--- src/rtl/fifo_uart_tx.sv ---
// Drain side of a 16x8 FIFO: pops one byte at a time and sends it as a UART 8N1 frame on tx.
// The read strobe is held off during reset and in any cycle where the producer's write is accepted.
module fifo_uart_tx #(
  parameter int unsigned CLKS_PER_BIT = 16
) (
  input  logic       clk,
  input  logic       rst,
  input  logic       fifo_empty,
  input  logic [7:0] fifo_dout,
  input  logic       fifo_wr_taken,
  output logic       fifo_rd,
  output logic       tx,
  output logic       busy,
  output logic       byte_done
);

  localparam int unsigned CW = (CLKS_PER_BIT > 1) ? $clog2(CLKS_PER_BIT) : 1;
  localparam logic [CW-1:0] BAUD_LAST = CW'(CLKS_PER_BIT - 1);

  typedef enum logic [2:0] {
    S_IDLE  = 3'd0,
    S_LOAD  = 3'd1,
    S_START = 3'd2,
    S_DATA  = 3'd3,
    S_STOP  = 3'd4
  } state_e;

  state_e        state_q, state_d;
  logic [CW-1:0] baud_q, baud_d;
  logic [2:0]    bit_q, bit_d;
  logic [7:0]    shift_q, shift_d;
  logic          tx_q, tx_d;
  logic          byte_done_q, byte_done_d;
  logic          baud_last;

  assign baud_last = (baud_q == BAUD_LAST);
  assign tx        = tx_q;
  assign busy      = (state_q != S_IDLE);
  assign byte_done = byte_done_q;

  // Next-state, counter and shift-register logic; tx follows the state being entered.
  always_comb begin
    state_d     = state_q;
    baud_d      = baud_q;
    bit_d       = bit_q;
    shift_d     = shift_q;
    byte_done_d = 1'b0;
    fifo_rd     = 1'b0;
    tx_d        = 1'b1;

    case (state_q)
      S_IDLE: begin
        if (rst && !fifo_empty && !fifo_wr_taken) begin
          fifo_rd = 1'b1;
          state_d = S_LOAD;
        end else begin
          state_d = S_IDLE;
        end
      end
      S_LOAD: begin
        shift_d = fifo_dout;
        baud_d  = '0;
        bit_d   = 3'd0;
        state_d = S_START;
      end
      S_START: begin
        if (baud_last) begin
          baud_d  = '0;
          state_d = S_DATA;
        end else begin
          baud_d = baud_q + CW'(1'b1);
        end
      end
      S_DATA: begin
        if (baud_last) begin
          baud_d  = '0;
          shift_d = {1'b0, shift_q[7:1]};
          if (bit_q == 3'd7) begin
            bit_d   = 3'd0;
            state_d = S_STOP;
          end else begin
            bit_d = bit_q + 3'd1;
          end
        end else begin
          baud_d = baud_q + CW'(1'b1);
        end
      end
      S_STOP: begin
        if (baud_last) begin
          baud_d      = '0;
          byte_done_d = 1'b1;
          state_d     = S_IDLE;
        end else begin
          baud_d = baud_q + CW'(1'b1);
        end
      end
      default: begin
        state_d = S_IDLE;
        baud_d  = '0;
        bit_d   = 3'd0;
      end
    endcase

    case (state_d)
      S_START: tx_d = 1'b0;
      S_DATA:  tx_d = shift_d[0];
      default: tx_d = 1'b1;
    endcase
  end

  // State and datapath registers with synchronous active-low reset.
  always_ff @(posedge clk) begin
    if (!rst) begin
      state_q     <= S_IDLE;
      baud_q      <= '0;
      bit_q       <= 3'd0;
      shift_q     <= 8'h00;
      tx_q        <= 1'b1;
      byte_done_q <= 1'b0;
    end else begin
      state_q     <= state_d;
      baud_q      <= baud_d;
      bit_q       <= bit_d;
      shift_q     <= shift_d;
      tx_q        <= tx_d;
      byte_done_q <= byte_done_d;
    end
  end

endmodule

--- config.mk ---
export PLATFORM = sky130hd
export DESIGN_NAME = fifo_uart_tx
export DESIGN_NICKNAME = d
export VERILOG_FILES = /design/src/rtl/fifo_uart_tx.sv
export SDC_FILE = /design/constraint.sdc
export NUM_CORES = 1
export LEC_CHECK = 0
export ABC_AREA = 1
export CAP_MARGIN = 10
export CELL_PAD_IN_SITES_DETAIL_PLACEMENT = 1
export CELL_PAD_IN_SITES_GLOBAL_PLACEMENT = 2
export CORE_MARGIN = 10
export CORE_UTILIZATION = 33
export DETAILED_ROUTE_END_ITERATION = 8
export DONT_BUFFER_PORTS = 1
export MAX_ROUTING_LAYER = met4
export PLACE_DENSITY = 0.84
export SYNTH_ARGS = -nofsm -noshare
export SYNTH_HDL_FRONTEND = slang
export SYNTH_SLANG_ARGS = --single-unit
export TNS_END_PERCENT = 100
--- constraint.sdc ---
create_clock -name clk -period 1.6 [get_ports clk]
set_input_delay 0.32 -clock clk [delete_from_list [all_inputs] [get_ports clk]]
set_output_delay 0.32 -clock clk [all_outputs]
set_load 0.02 [all_outputs]
### Signal wires on met2

Scale: 6 px per um. Cells faint in the background.
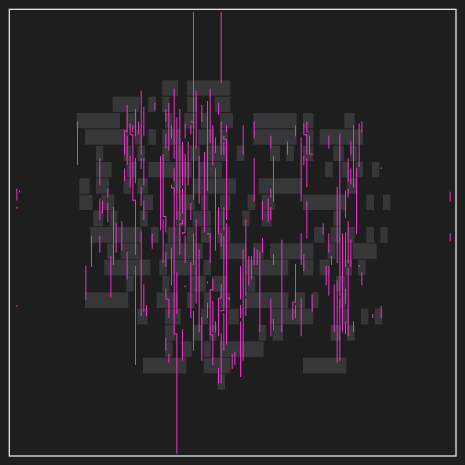
wire length on this layer: 1110 um
share of all routed wire: 46%
main direction: vertical
longest straight run: 31.1 um
Routed WL: 2400 um
GRT met2 Usage: 15.5%
via count: 877

### I/O pins on the die edge

Scale: 6 px per um. Pins as bars across the die edge, other pins in grey.
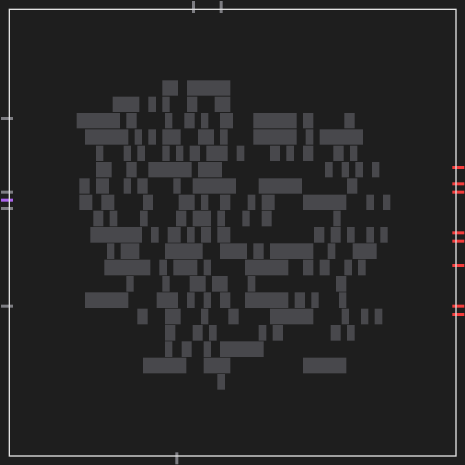
[purple] `fifo_empty` | pins: 1 | direction: input | edge: left
[red] `fifo_dout` | pins: 8 | direction: input | edge: right
all pins by edge: 8 right, 5 left, 2 top, 1 bottom

### Routing congestion

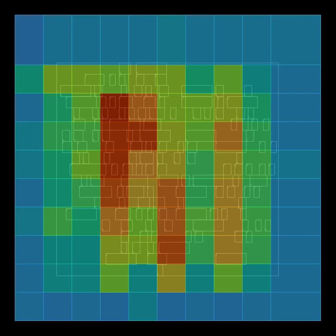
GRT busiest layer: met2
Total GRT Usage: 9.73%
grt met3 use: 2.79%
Wirelength per Cell: 14.0 um
M1 GR Usage: 10.8%

==> CHANGELOG.md <==
### Changed

* Clk pin slew, worst setup/hold paths at 0.11 ns
* Average vias per placed instance at 5.13
* Unrepaired setup endpoints after global routing: false
* H-tree lvl count at 1
* I/O pin cnt at 16
* Yosys cell count at 134
* Final-report hold violation count at 0
* RR Endpoint: shift_q[7]$_SDFFE_PN0P_
* Worst hold endpoint: bit_q[0]$_SDFFE_PN0P_
* R2R setup slack at 0.19 ns
* Final setup violation count at 0
* Syn. warnings at 0
* Synthesized area at 970 um2
* Post-synthesis average cell area at 7.24 um2
* Min Clock Period, post-route at 1.48 ns
* Critical-path maximum fanout at 4
* Synth unique cells at 23
* Critical path endpoint category: primary output
* Slew Limit Fails at 0
* Reg area at 405 um2
* Number of non-clock inverters in the layout at 17
* Post-synthesis sequential element count at 20
* Synthesis area per yosys at 970 um2
* Layout clock area frac at 2.10%
* Syn Inst Count at 134
* Max-cap violation count at 0
* Critical Path Source Type: register
* Hold depth at 2
* Count of input and output buffers at 0
* Height of the die at 74.2 um
* Top cells, area: dfxtp_1 41%, nand2_1 12%, a21oi_1 11%
* Post-synthesis sequential area ratio at 41.3%
* Family with the most delay on the worst path: flip-flops
* Clk_skew at 0.00109 ns
* Largest net degree at the start of global routing at 18
* Fmax at 676 MHz
* Clock Tree Buf Depth at 2
* WP buf/inv at 2
* End point of the critical path: fifo_rd
* Post-CTS sizing at 3
* TritonCTS Sinks at 20
* Well tap count at 31
* Most numerous logic cells after layout: 31 x nand2_1, 21 x a21oi_1, 18 x dfxtp_1, 13 x nor2_1, 10 x inv_1
* Late-Pin Clk Latency at 0.30 ns
* Crit path kind: reg -> out
* TNS Setup at 0 ns
* Antenna Cells at 0
* Nets at 157
* MI comb cells at 96
* Mapped Nets at 149
* Post-CTS setup buffer count at 0
* Core area at 2780 um2
* R2R depth at 6
* # fillers at 376
* Root Buffer: clkbuf_4
* Top cell area share at 41.3%
* Yosys simple share at 30.6%
* Run status: complete, no violations
* CTS Hold Bufs at 0
* Num CTS Buffers at 3
* Layout cells sized above 1 at 17.9%
* Worst Path Required at 1.28 ns
-- where the power goes --
group	total, mW	internal (mW)	switching, mW
combinational	0.0705	0.0265	0.0440
clock	0.241	0.0879	0.153
sequential	0.517	0.507	0.0101
total	0.828	0.621	0.207
-- metal layers --
layer	track usage, %	vias up	routed length, um
met5	-	-	0
met4	4.97	0	55
met3	2.79	4	124
met2	15.5	15	1110
met1	10.8	404	1110
li1	-	454	-
-- synth_stat cells --
| library cell | instances |
|---|---|
| nand2_1 | 32 |
| clkinv_1 | 1 |
| nand4_1 | 2 |
| inv_1 | 12 |
| nor2_4 | 2 |
| nand3_1 | 4 |
| nand3_4 | 1 |
| nor2_1 | 14 |
| o21bai_1 | 1 |
| a21oi_1 | 21 |
| nand3_2 | 2 |
| ha_1 | 3 |
| xor2_1 | 1 |
| a31oi_1 | 2 |
| dfxtp_1 | 20 |
| clkbuf_1 | 1 |
| clkinv_2 | 1 |
| nor3_1 | 5 |
| o21ai_0 | 3 |
| o21ai_2 | 1 |
| a21oi_2 | 1 |
| nand2_2 | 1 |
| inv_2 | 3 |
-- registers in the layout, summed over array words and instances (netlist names) --
name / count
baud_q: 4
bit_q: 3
byte_done: 1
shift_q: 8
state_q: 3
tx: 1
-- per-stage QoR --
stage | utilization [%] | std cells | setup slack (ns) | area (um2) | total power, mW
after detailed placement | 36.7 | 166 | 0.177 | 1020 | 0.592
after global routing | 38.6 | 171 | 0.00529 | 1070 | 0.876
after CTS | 37.6 | 169 | 0.00349 | 1040 | 0.837
after floorplan | - | 134 | 0.191 | 970 | 0.574
after global placement | 36.7 | 166 | 0.195 | 1020 | 0.591
final | 38.6 | 171 | 0.120 | 1070 | 0.828
Power figures rest on the tool's default switching activity, not on a simulated workload.
